run_1/clock_map.png
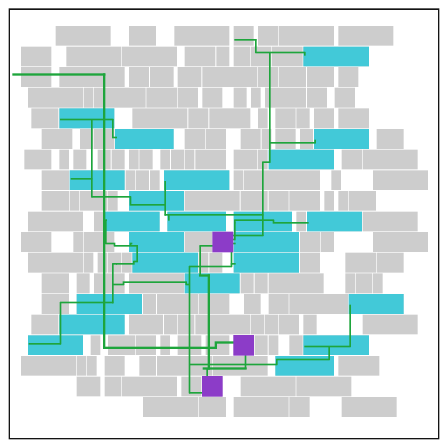
run_1/port_nets.png
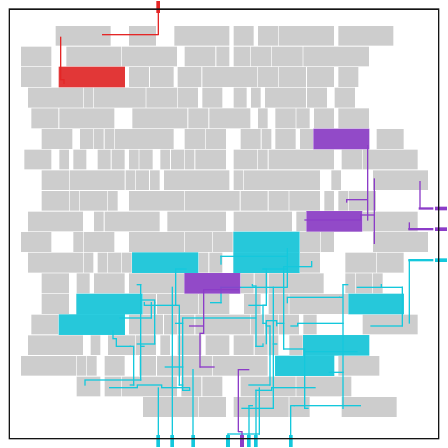
run_1/metal_stack.png
Scale bar: 20 um.
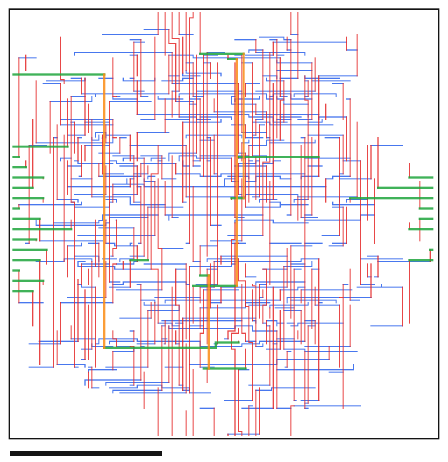
run_1/pins.png
Pins as bars across the die edge, other pins in gray.
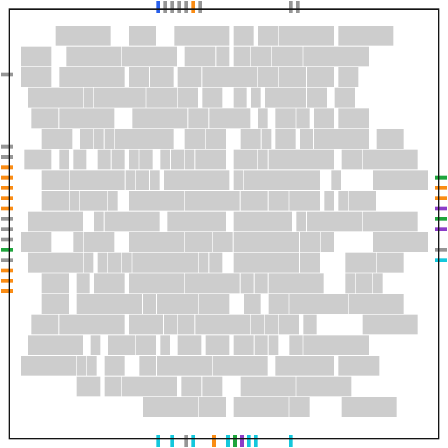
===== src/rtl/instr_ctrl.sv =====
// instr_ctrl: consumes each loaded instruction and sequences
// the register-file, data-memory and ALU strobes for it.
module instr_ctrl #(
    parameter int RF_AW = 3,
    parameter int DM_AW = 4,
    parameter int CNT_W = 8
) (
    input  logic             clk,
    input  logic             rst,
    input  logic             ir_valid,
    input  logic [11:0]      ir,
    output logic             busy,
    output logic             done,
    output logic             pc_inc,
    output logic             illegal,
    output logic [RF_AW-1:0] rf_raddr1,
    output logic [RF_AW-1:0] rf_raddr2,
    output logic [RF_AW-1:0] rf_waddr,
    output logic             rf_we,
    output logic             rf_wsel,
    output logic             alu_op,
    output logic [DM_AW-1:0] dm_addr,
    output logic             dm_we,
    output logic [CNT_W-1:0] instr_count
);

    typedef enum logic [2:0] {
        IDLE,
        DECODE,
        EXEC,
        MEM,
        WB,
        DONE
    } state_t;

    localparam logic [2:0] OP_LOAD  = 3'b000;
    localparam logic [2:0] OP_STORE = 3'b001;

    state_t      state;
    state_t      state_nx;
    logic [11:0] instr;
    logic [2:0]  op;
    logic        legal;

    assign op    = instr[11:9];
    assign legal = ~op[2];

    always_ff @(posedge clk) begin
        if (rst) begin
            state       <= IDLE;
            instr       <= '0;
            instr_count <= '0;
        end else begin
            state <= state_nx;
            if (state == IDLE && ir_valid)
                instr <= ir;
            if (state == DONE && legal)
                instr_count <= instr_count + CNT_W'(1);
        end
    end

    // Operand fields follow the latched copy, so they hold across IDLE.
    assign rf_raddr1 = (op == OP_STORE) ? RF_AW'(instr[8:6])
                                        : RF_AW'(instr[5:3]);
    assign rf_raddr2 = RF_AW'(instr[2:0]);
    assign rf_waddr  = RF_AW'(instr[8:6]);
    assign dm_addr   = DM_AW'(instr[3:0]);
    assign alu_op    = op[0];
    assign busy      = (state != IDLE);

    always_comb begin
        state_nx = state;
        done     = 1'b0;
        pc_inc   = 1'b0;
        illegal  = 1'b0;
        rf_we    = 1'b0;
        rf_wsel  = 1'b0;
        dm_we    = 1'b0;
        case (state)
            IDLE: begin
                if (ir_valid)
                    state_nx = DECODE;
            end
            DECODE: begin
                state_nx = legal ? EXEC : DONE;
            end
            EXEC: begin
                if (op == OP_LOAD) begin
                    state_nx = MEM;
                end else if (op == OP_STORE) begin
                    dm_we    = 1'b1;
                    state_nx = DONE;
                end else begin
                    state_nx = WB;
                end
            end
            MEM: begin
                state_nx = WB;
            end
            WB: begin
                rf_we    = 1'b1;
                rf_wsel  = (op == OP_LOAD);
                state_nx = DONE;
            end
            DONE: begin
                done     = 1'b1;
                pc_inc   = legal;
                illegal  = ~legal;
                state_nx = IDLE;
            end
            default: begin
                state_nx = IDLE;
            end
        endcase
    end

endmodule


===== config.mk =====
export PLATFORM = sky130hd
export DESIGN_NAME = instr_ctrl
export DESIGN_NICKNAME = d
export VERILOG_FILES = /design/src/rtl/instr_ctrl.sv
export SDC_FILE = /design/constraint.sdc
export NUM_CORES = 1
export LEC_CHECK = 0
export CORE_UTILIZATION = 39
export DETAILED_ROUTE_END_ITERATION = 12
export PLACE_DENSITY = 0.75
export SLEW_MARGIN = 20
export SYNTH_ARGS = -nofsm -noshare
export SYNTH_HDL_FRONTEND = slang
export SYNTH_SLANG_ARGS = --single-unit
export TNS_END_PERCENT = 30

===== constraint.sdc =====
create_clock -name clk -period 1.4 [get_ports clk]
set_clock_uncertainty 0.1 [all_clocks]
set_input_delay 0.14 -clock clk [delete_from_list [all_inputs] [get_ports clk]]
set_output_delay 0.14 -clock clk [all_outputs]
set_load 0.05 [all_outputs]

==> notes.md, run 1 <==
Results of the run.

The maximum resistive drop on vdd is roughly 750 uV. The count of non-CTS buffers in the layout is 68. The final layout reports a setup TNS of -4.568 ns. The layout stage reports a final design area of 2180 um2. The largest incremental delay on the critical path is 0.39 ns. Routing resource usage on met2 recorded by global route was 0.4218.

Subtracting the final worst setup slack from the clock period gives 1.733 ns. Signal routing reaches up to met4. The multi-input combinational area share is 0.2991. At the end of routability-driven placement, the weighted congestion stood at about 0.85. The class of the most critical hold timing path is input port to flop. The floorplan core area is 2781 um2. The worst relative slew slack is 0.8012. The finished layout reports a core utilization of 0.7836. TritonCTS built the clock tree. The number of clock sinks is 23. After synthesis, the cell types taking the most area are sky130_fd_sc_hd__dfxtp_1, sky130_fd_sc_hd__nand2_1, sky130_fd_sc_hd__a21oi_1. The final net count is 209. The flip-flop and latch count after synthesis is 23. Looking at the gate-level netlist, the highest instance count belongs to sky130_fd_sc_hd__nand2_1. The setup check on the worst reg-to-reg path leaves a slack of -0.18 ns. After layout, the worst setup slack is -0.3327 ns. The final timing report counts setup violations totalling 33. On the reported timing paths, the clock transition at the registers reads between 0.1 and 0.15 ns. Looking at the critical path, the single cell with the biggest stage delay is sky130_fd_sc_hd__dfxtp_4. The number of different library cells in the post-synthesis netlist is 32. The H-tree depth reported by CTS is 1. The layer carrying the most global-route usage is met2.

In this run the critical register-to-register path is launched from state[2]. The dominant register cell in the synthesized netlist is sky130_fd_sc_hd__dfxtp_1. The flow ran to the end, but the final reports show violations. Looking at the max-slew report, the worst-margin pin has a slew of 0.2955 ns. Entering global routing, the biggest net connects 20 pins. Per the TritonCTS log, the buffer count is 3. The maximum net fanout on the critical path is 4.

The library cell appearing most often on the critical path is sky130_fd_sc_hd__buf_12. The report lists the cells along the critical path as buf_6 > buf_12 > nor3b_4 > and3b_2 > buf_12. The buffer type at the clock tree root is sky130_fd_sc_hd__clkbuf_4. The checks that failed: setup timing.

The library cell used most frequently in the layout, excluding fill and tap cells, is sky130_fd_sc_hd__buf_12. The number of hold-slack violations in the final timing report is 0.
Back to the opening pictures, clock_map.png:
legend:
  clock wires:
    color: green
    length: 315 um
  cells driving clock nets:
    color: purple
    count: 3
  flip-flops:
    color: cyan
    count: 23
routed clock nets: 4
clock latency on the worst-skew pair: 0.32 ns
clock network power: 0.000328 W

Back to the opening pictures, port_nets.png:
legend:
  instr_count:
    color: cyan
    direction: output
    edge: 7 bottom, 1 right
    end_cells: 8
    buffers: 10
    wire: 365 um
  dm_we:
    color: red
    direction: output
    edge: top
    end_cells: 1
    buffers: 1
    wire: 16.8 um
  rf_raddr2:
    color: purple
    direction: output
    edge: 2 right, 1 bottom
    end_cells: 3
    buffers: 3
    wire: 69.8 um
I/O pins: 44
quantity of I/O buffers inserted on ports: 43

Back to the opening pictures, metal_stack.png:
legend:
  met4:
    color: orange
    wire_length: 97.2 um
  met1:
    color: blue
    wire_length: 1420 um
  met2:
    color: red
    wire_length: 1810 um
  met3:
    color: green
    wire_length: 144 um
vias: 1203
Routed wire per std cell: 15.55 um
gr usage total: 0.2336

Back to the opening pictures, pins.png:
legend:
  ir:
    color: orange
    pins: 12
    direction: input
    edge: 8 left, 2 right, 1 top, 1 bottom
  instr_count:
    color: cyan
    pins: 8
    direction: output
    edge: 7 bottom, 1 right
  dm_addr:
    color: green
    pins: 4
    direction: output
    edge: 2 right, 1 bottom, 1 left
  dm_we:
    color: blue
    pins: 1
    direction: output
    edge: top
  rf_raddr2:
    color: purple
    pins: 3
    direction: output
    edge: 2 right, 1 bottom
Vert. Die Dim: 56.45 um
Die X: 56.45 um

==> run 1: how the worst max path moves through the flow <==
| stage | from | endpoint | slack, ns | cells past startpoint |
|---|---|---|---|---|
| finish | state[0] | rf_wsel | -0.33 | 5 |
| global route | state[0] | rf_wsel | -0.37 | 5 |
| CTS | state[0] | rf_wsel | -0.33 | 5 |
| detailed placement | ir_valid | instr[7] | -0.23 | 5 |
| global placement | ir_valid | instr[3] | -0.19 | 5 |
| floorplan | state[2] | rf_wsel | -0.30 | 3 |
==> run 1: where the power goes <==
group	internal (W)	leakage (nW)	switching, W	total [W]
Clock	0.000109	0.0139	0.000219	0.000328
Sequential	0.000686	0.196	0.0000569	0.000743
Combinational	0.000375	0.656	0.000374	0.000749
==> run 1: registers in the layout, summed over array words and instances, names as in the netlist <==
name	count
state	3
instr_count	8
instr	12
==> run 2: changes to the inputs <==
--- a/config.mk
+++ b/config.mk
@@ -5,9 +5,9 @@
 export SDC_FILE = /design/constraint.sdc
 export NUM_CORES = 1
 export LEC_CHECK = 0
-export CORE_UTILIZATION = 39
+export CORE_ASPECT_RATIO = 2
+export CORE_UTILIZATION = 25
 export DETAILED_ROUTE_END_ITERATION = 12
-export PLACE_DENSITY = 0.75
 export SLEW_MARGIN = 20
 export SYNTH_ARGS = -nofsm -noshare
 export SYNTH_HDL_FRONTEND = slang
==> notes.md, run 2 <==
Results of the run.

The average via count per standard cell is 4.609. With fillers left out, the area of the finished cells amounts to 2273 um2. Per the slew report, the remaining headroom to the max-slew limit stands at 0.7765. The final net count is 216. The total routing resource utilization after global routing is 0.1443. The main area contributors are sky130_fd_sc_hd__dfxtp_1, sky130_fd_sc_hd__nand2_1, sky130_fd_sc_hd__a21oi_1. During tapcell insertion the tool placed 54 well taps. The register clock-pin slew on the reported worst setup and hold paths is 0.08 ns. Summed over all failing endpoints, the final setup total negative slack is -3.055 ns. The layout has about 75 buffers outside the clock class. Per the placement log, port buffering inserted 43 buffers. The global placement routability congestion is 0.7341. The largest registers in the layout are instr x12, instr_count x8, state x3. The time the worst path needs with I/O delays and setup is between 1.5 and 2 ns. The clock buffer instance count of the final layout is 4. The class of the most critical hold timing path is input port to flop.

Looking at the max-slew report, the worst-margin pin has a slew of 0.3339 ns. The final worst setup slack is -0.1755 ns. Counting flops and latches in the post-synthesis netlist gives 23. STA lists the maximum fanout along the critical path as 5. The number of different library cells in the post-synthesis netlist is 32. The number of cells traversed by the worst hold path is 3.

The worst-case IR drop observed on VDD is roughly 680 uV. The total CTS buffers is 3. The flow ran to the end, but the final reports show violations.

The multi-input combinational area share is 0.2944. More flip-flops sit in one register than any other, and that register is instr. For this design, the sink count on the clock tree is 23. The most used logic cell in the final layout is sky130_fd_sc_hd__buf_12.

The fraction of post-synthesis cell area in the top cell type by area is 0.3983. The checks that failed: setup timing. The top layer reached by signal wires is met4. The register with the most flip-flops in the layout has 12 of them. The startpoint of the worst setup timing path is instr[11]. Per the CTS log, the maximum H-tree level is 1. The layer carrying the most global-route usage is met2. The total via count in the routed design is around 1200.

The final standard cell utilization of the core is 0.5188. Entering global routing, the biggest net connects 15 pins. The worst min-delay path endpoint is instr[5]. Setup violations remaining at the end of the flow were counted as 30. The number of placed I/O pins is 44. The longest incremental delay of any stage on the critical path is reported as between 0.3 and 0.4 ns. The most instantiated library cell after synthesis is sky130_fd_sc_hd__nand2_1. The launch point of the worst register-to-register path is recorded as state[2]. The dominant register cell in the synthesized netlist is sky130_fd_sc_hd__dfxtp_1. The tree is rooted in a sky130_fd_sc_hd__clkbuf_8.

The final HPWL from detailed placement is 2.370 mm. The end of the critical path is dm_we. In the global route stage, met2 resource usage came out at 0.2708. Traced cell by cell, the critical path runs through nor2_4 > nand2_4 > nor4b_4 > buf_12. The worst-case reg-to-reg setup slack stands at -0.13 ns. The slowest stage of the critical path is the sky130_fd_sc_hd__dfxtp_4 cell. The first global-routing pass estimated 5.464 mm of wire. The number of hold-slack violations in the final timing report is 0. The part of the cycle the worst path needs is 1.125. Per the OpenROAD floorplan log, the area of the core is 4382 um2.

Dividing the detail-routed wire length by the instance count gives 13.36 um.
## run 2: netlist changes by cell type in the layout (fill, tap and decap cells not counted), sizes merged
cell      before  now
buf           54   61
clkinvlp       1    0
clkbuf         3    4
## run 2: report_power, final
| part | total, W | internal [W] | switching, W |
|---|---|---|---|
| sequential | 0.000739 | 0.000685 | 0.0000542 |
| clock | 0.000412 | 0.000203 | 0.000209 |
| combinational | 0.000779 | 0.000402 | 0.000377 |
| total | 0.00193 | 0.00129 | 0.000640 |
## run 2: worst max-delay path, delay by kind of cell (launching register included)
kind | cells | cell delay (ns)
AND/OR/NAND/NOR | 3 | 0.52
buffers and inverters | 1 | 0.18
flip-flops | 1 | 0.37
run_2/clock_map.png
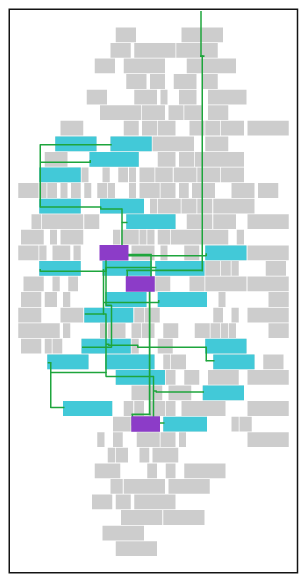
legend:
  clock wires:
    color: green
    length: 322 um
  cells driving clock nets:
    color: purple
    count: 3
  flip-flops:
    color: cyan
    count: 23
routed clock nets: 4
Clock power frac: 0.213
clock network power: 0.000412 W
clock latency on the worst-skew pair: 0.26 ns

run_2/pins.png
Pins as bars across the die edge, other pins in gray.
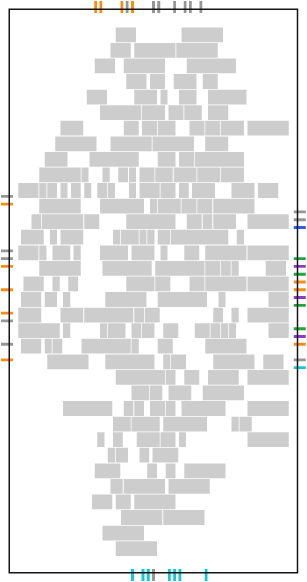
legend:
  instr_count:
    color: cyan
    pins: 8
    direction: output
    edge: 7 bottom, 1 right
  dm_we:
    color: blue
    pins: 1
    direction: output
    edge: right
  ir:
    color: orange
    pins: 12
    direction: input
    edge: 5 left, 4 top, 3 right
  rf_raddr2:
    color: purple
    pins: 3
    direction: output
    edge: right
  dm_addr:
    color: green
    pins: 4
    direction: output
    edge: right
all pins by edge: 15 right, 11 top, 10 left, 8 bottom
Vert. Die Dim: 98.17 um
Die X: 50.09 um

==> run 3: changes to the inputs <==
--- a/config.mk
+++ b/config.mk
@@ -8,7 +8,7 @@
 export CORE_ASPECT_RATIO = 2
 export CORE_UTILIZATION = 25
 export DETAILED_ROUTE_END_ITERATION = 12
-export SLEW_MARGIN = 20
+export SETUP_SLACK_MARGIN = 0.1
 export SYNTH_ARGS = -nofsm -noshare
 export SYNTH_HDL_FRONTEND = slang
 export SYNTH_SLANG_ARGS = --single-unit
==> notes.md, run 3 <==
Results of the run.

The number of I/O port buffers is 43. Per the log, the first TritonRoute iteration ended with a DRC count of 7. The full die area is 4917 um2. Per the detail_route report, routed wire per instance is 12.79 um.

The transition time of the tightest slew-check pin is 0.2989 ns. The tree is rooted in a sky130_fd_sc_hd__clkbuf_8. Looking at the hold checks, the worst path lands on instr[5]. Routing resource usage on met2 recorded by global route was 0.2564. The total CTS buffers is 3.

The total area inside the core boundary comes to 4382 um2. The launch point of the critical path was reported as state[1]. The clock buffer instance count of the final layout is 3. The most used logic cell in the final layout is sky130_fd_sc_hd__buf_12. The count of non-CTS buffers in the layout is 65. The largest registers in the layout are instr x12, instr_count x8, state x3. Among all flip-flop cells after synthesis, the most frequent one is sky130_fd_sc_hd__dfxtp_1. The flip-flop count of the largest register, all copies and words added is 12. Setup repair after global routing could not meet its margin everywhere.

Buffers inserted to repair hold after CTS numbered 0. The main area contributors are sky130_fd_sc_hd__dfxtp_1, sky130_fd_sc_hd__nand2_1, sky130_fd_sc_hd__a21oi_1. Looking at the global route congestion table, the highest-usage layer is met2. The register with the most flip-flops is instr. The relative area of clock buffers and inverters in the final design is 0.02129.

The die height is between 90 and 100 um. The largest incremental delay on the critical path is between 0.3 and 0.4 ns. In the final report, the number of endpoints failing setup comes to 26.

Across all register-to-register paths, the minimum setup slack is -0.06 ns. The well tap count is 54. Summing all non-filler instances in the final layout gives an area of approximately 2200 um2. The post-synth net total is approximately 160.

The sum of negative setup slack is -1.682 ns. The number of different library cells in the post-synthesis netlist is 32. Leaving out the clock tree, the finished layout contains an inverter count of 4. The final net count is slightly above 200.

The fraction of final cell area spent on non-clock buffers in this run is 0.4039. The most instantiated library cell after synthesis is sky130_fd_sc_hd__nand2_1. The final timing report lists a hold violation count of 0. After layout, the worst setup slack is -0.1631 ns. The area fraction of the largest cell type after synthesis is 0.3983.

The number of antenna violations at the first check in global routing is 0. For this run the detailed placement stage logged an HPWL of about 2.4 mm. The fraction of synthesis flops using an asynchronous set or reset pin is 0. Per the timing report, the most critical flop-to-flop path originates at state[1]. The final reports fail on setup timing. The class of the most critical hold timing path is input port to flop. Per STA, the endpoint of the critical path is rf_wsel.

The number of clock sinks is 23. After layout, the minimum clock period comes to roughly 1.6 ns. The number of placed I/O pins is 44. The average via count per standard cell is 4.663. The run finished, with violations left. The register clock-pin slew on the reported worst setup and hold paths is around 0.080 ns. The wire length of the first global-routing pass is 5.085 mm. The largest individual stage delay along the critical path comes from the cell sky130_fd_sc_hd__dfxtp_2. The total routing resource utilization after global routing is 0.1320.

For this block, the via count after detailed routing is 1133. The number of maximum-capacitance violations is 0. The worst hold path passes through 3 cells. At the end of routability-driven placement, the weighted congestion stood at 0.7826. The flip-flop and latch area is 501.7 um2. The arrival time of data at the worst endpoint is listed as 1.32 ns. CTS built an H-tree with a depth of 1. The maximum resistive drop on vdd is between 500 and 600 uV.

The clock latency of the later-clocked register in the worst-skew pair is 0.26 ns. The warning tally printed by Yosys for this design is 0. The script reports the combined buffer and inverter count of the critical path as 2. The layout report gives the multi-input gate share of total cell area as 0.3049.

The cell count after synthesis came out at 139. TritonCTS built the clock tree. After synthesis the netlist holds a flip-flop and latch count of 23.

Dividing the final minimum period by the clock period gives 1.116. In the floorplan report the effective utilization is 0.2638. The pin count of the biggest net entering global routing is 14. In this run the horizontal extent of the chip is 50.09 um. The number of inserted diodes is 0. The non-filler instance count after layout is between 200 and 250. Measured against its own limit, the worst slew margin works out to 0.8002. The logic depth of the worst path, buffers included is 4. After detailed routing, no signal wire sits above met4. The first detailed-routing pass took 4 iterations. The critical path goes through buf_4 > nor3b_4 > and3b_2 > buf_12. The maximum net fanout on the critical path is 6. The cell type group with the largest total delay on the critical path is simple AND/OR/NAND/NOR gates.
==> run 3: power breakdown <==
group	leakage [nW]	switching (W)	internal, W	total [W]
Combinational	0.601	0.000352	0.000366	0.000718
Sequential	0.196	0.0000612	0.000684	0.000745
Clock	0.0255	0.000203	0.000198	0.000401
==> run 3: kinds of logic after synthesis <==
group | count (synthesis) | synth area share
AND-OR/OR-AND | 27 | 0.1310
XOR/XNOR | 1 | 0.007577
adder cells (fa/ha/maj) | 1 | 0.01082
buffers and inverters | 23 | 0.1190
flip-flops | 23 | 0.3983
multiplexers | 5 | 0.04762
AND/OR/NAND/NOR | 59 | 0.2857
==> run 3: repair_timing <==
| item | CTS | global route |
|---|---|---|
| endpoints found under the setup margin | 31 | 33 |
| setup buffers | 3 | 1 |
| pin swaps | 11 | 3 |
| gates resized | 24 | 3 |
run_3/clock_map.png
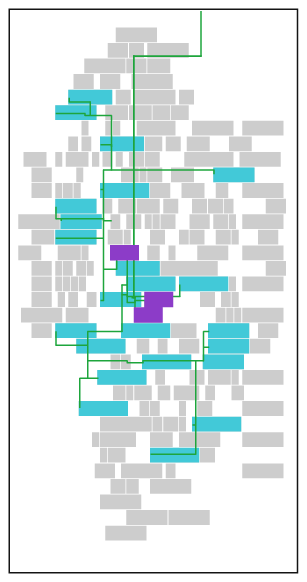
legend:
  cells driving clock nets:
    color: purple
    count: 3
  clock wires:
    color: green
    length: 289 um
  flip-flops:
    color: cyan
    count: 23
routed clock nets: 4
Clock power frac: 0.215
clock network power: 0.000401 W

run_3/final_placement.png
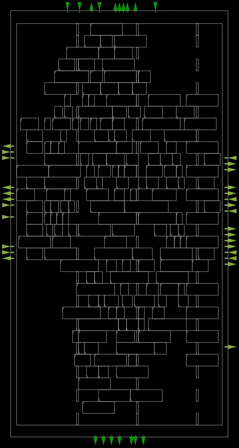
number of placement rows: 34
Filler Cell Count: 421
FFs & Latches: 23
utilization after layout: 0.4963

Power is estimated from default activity; no workload was simulated.
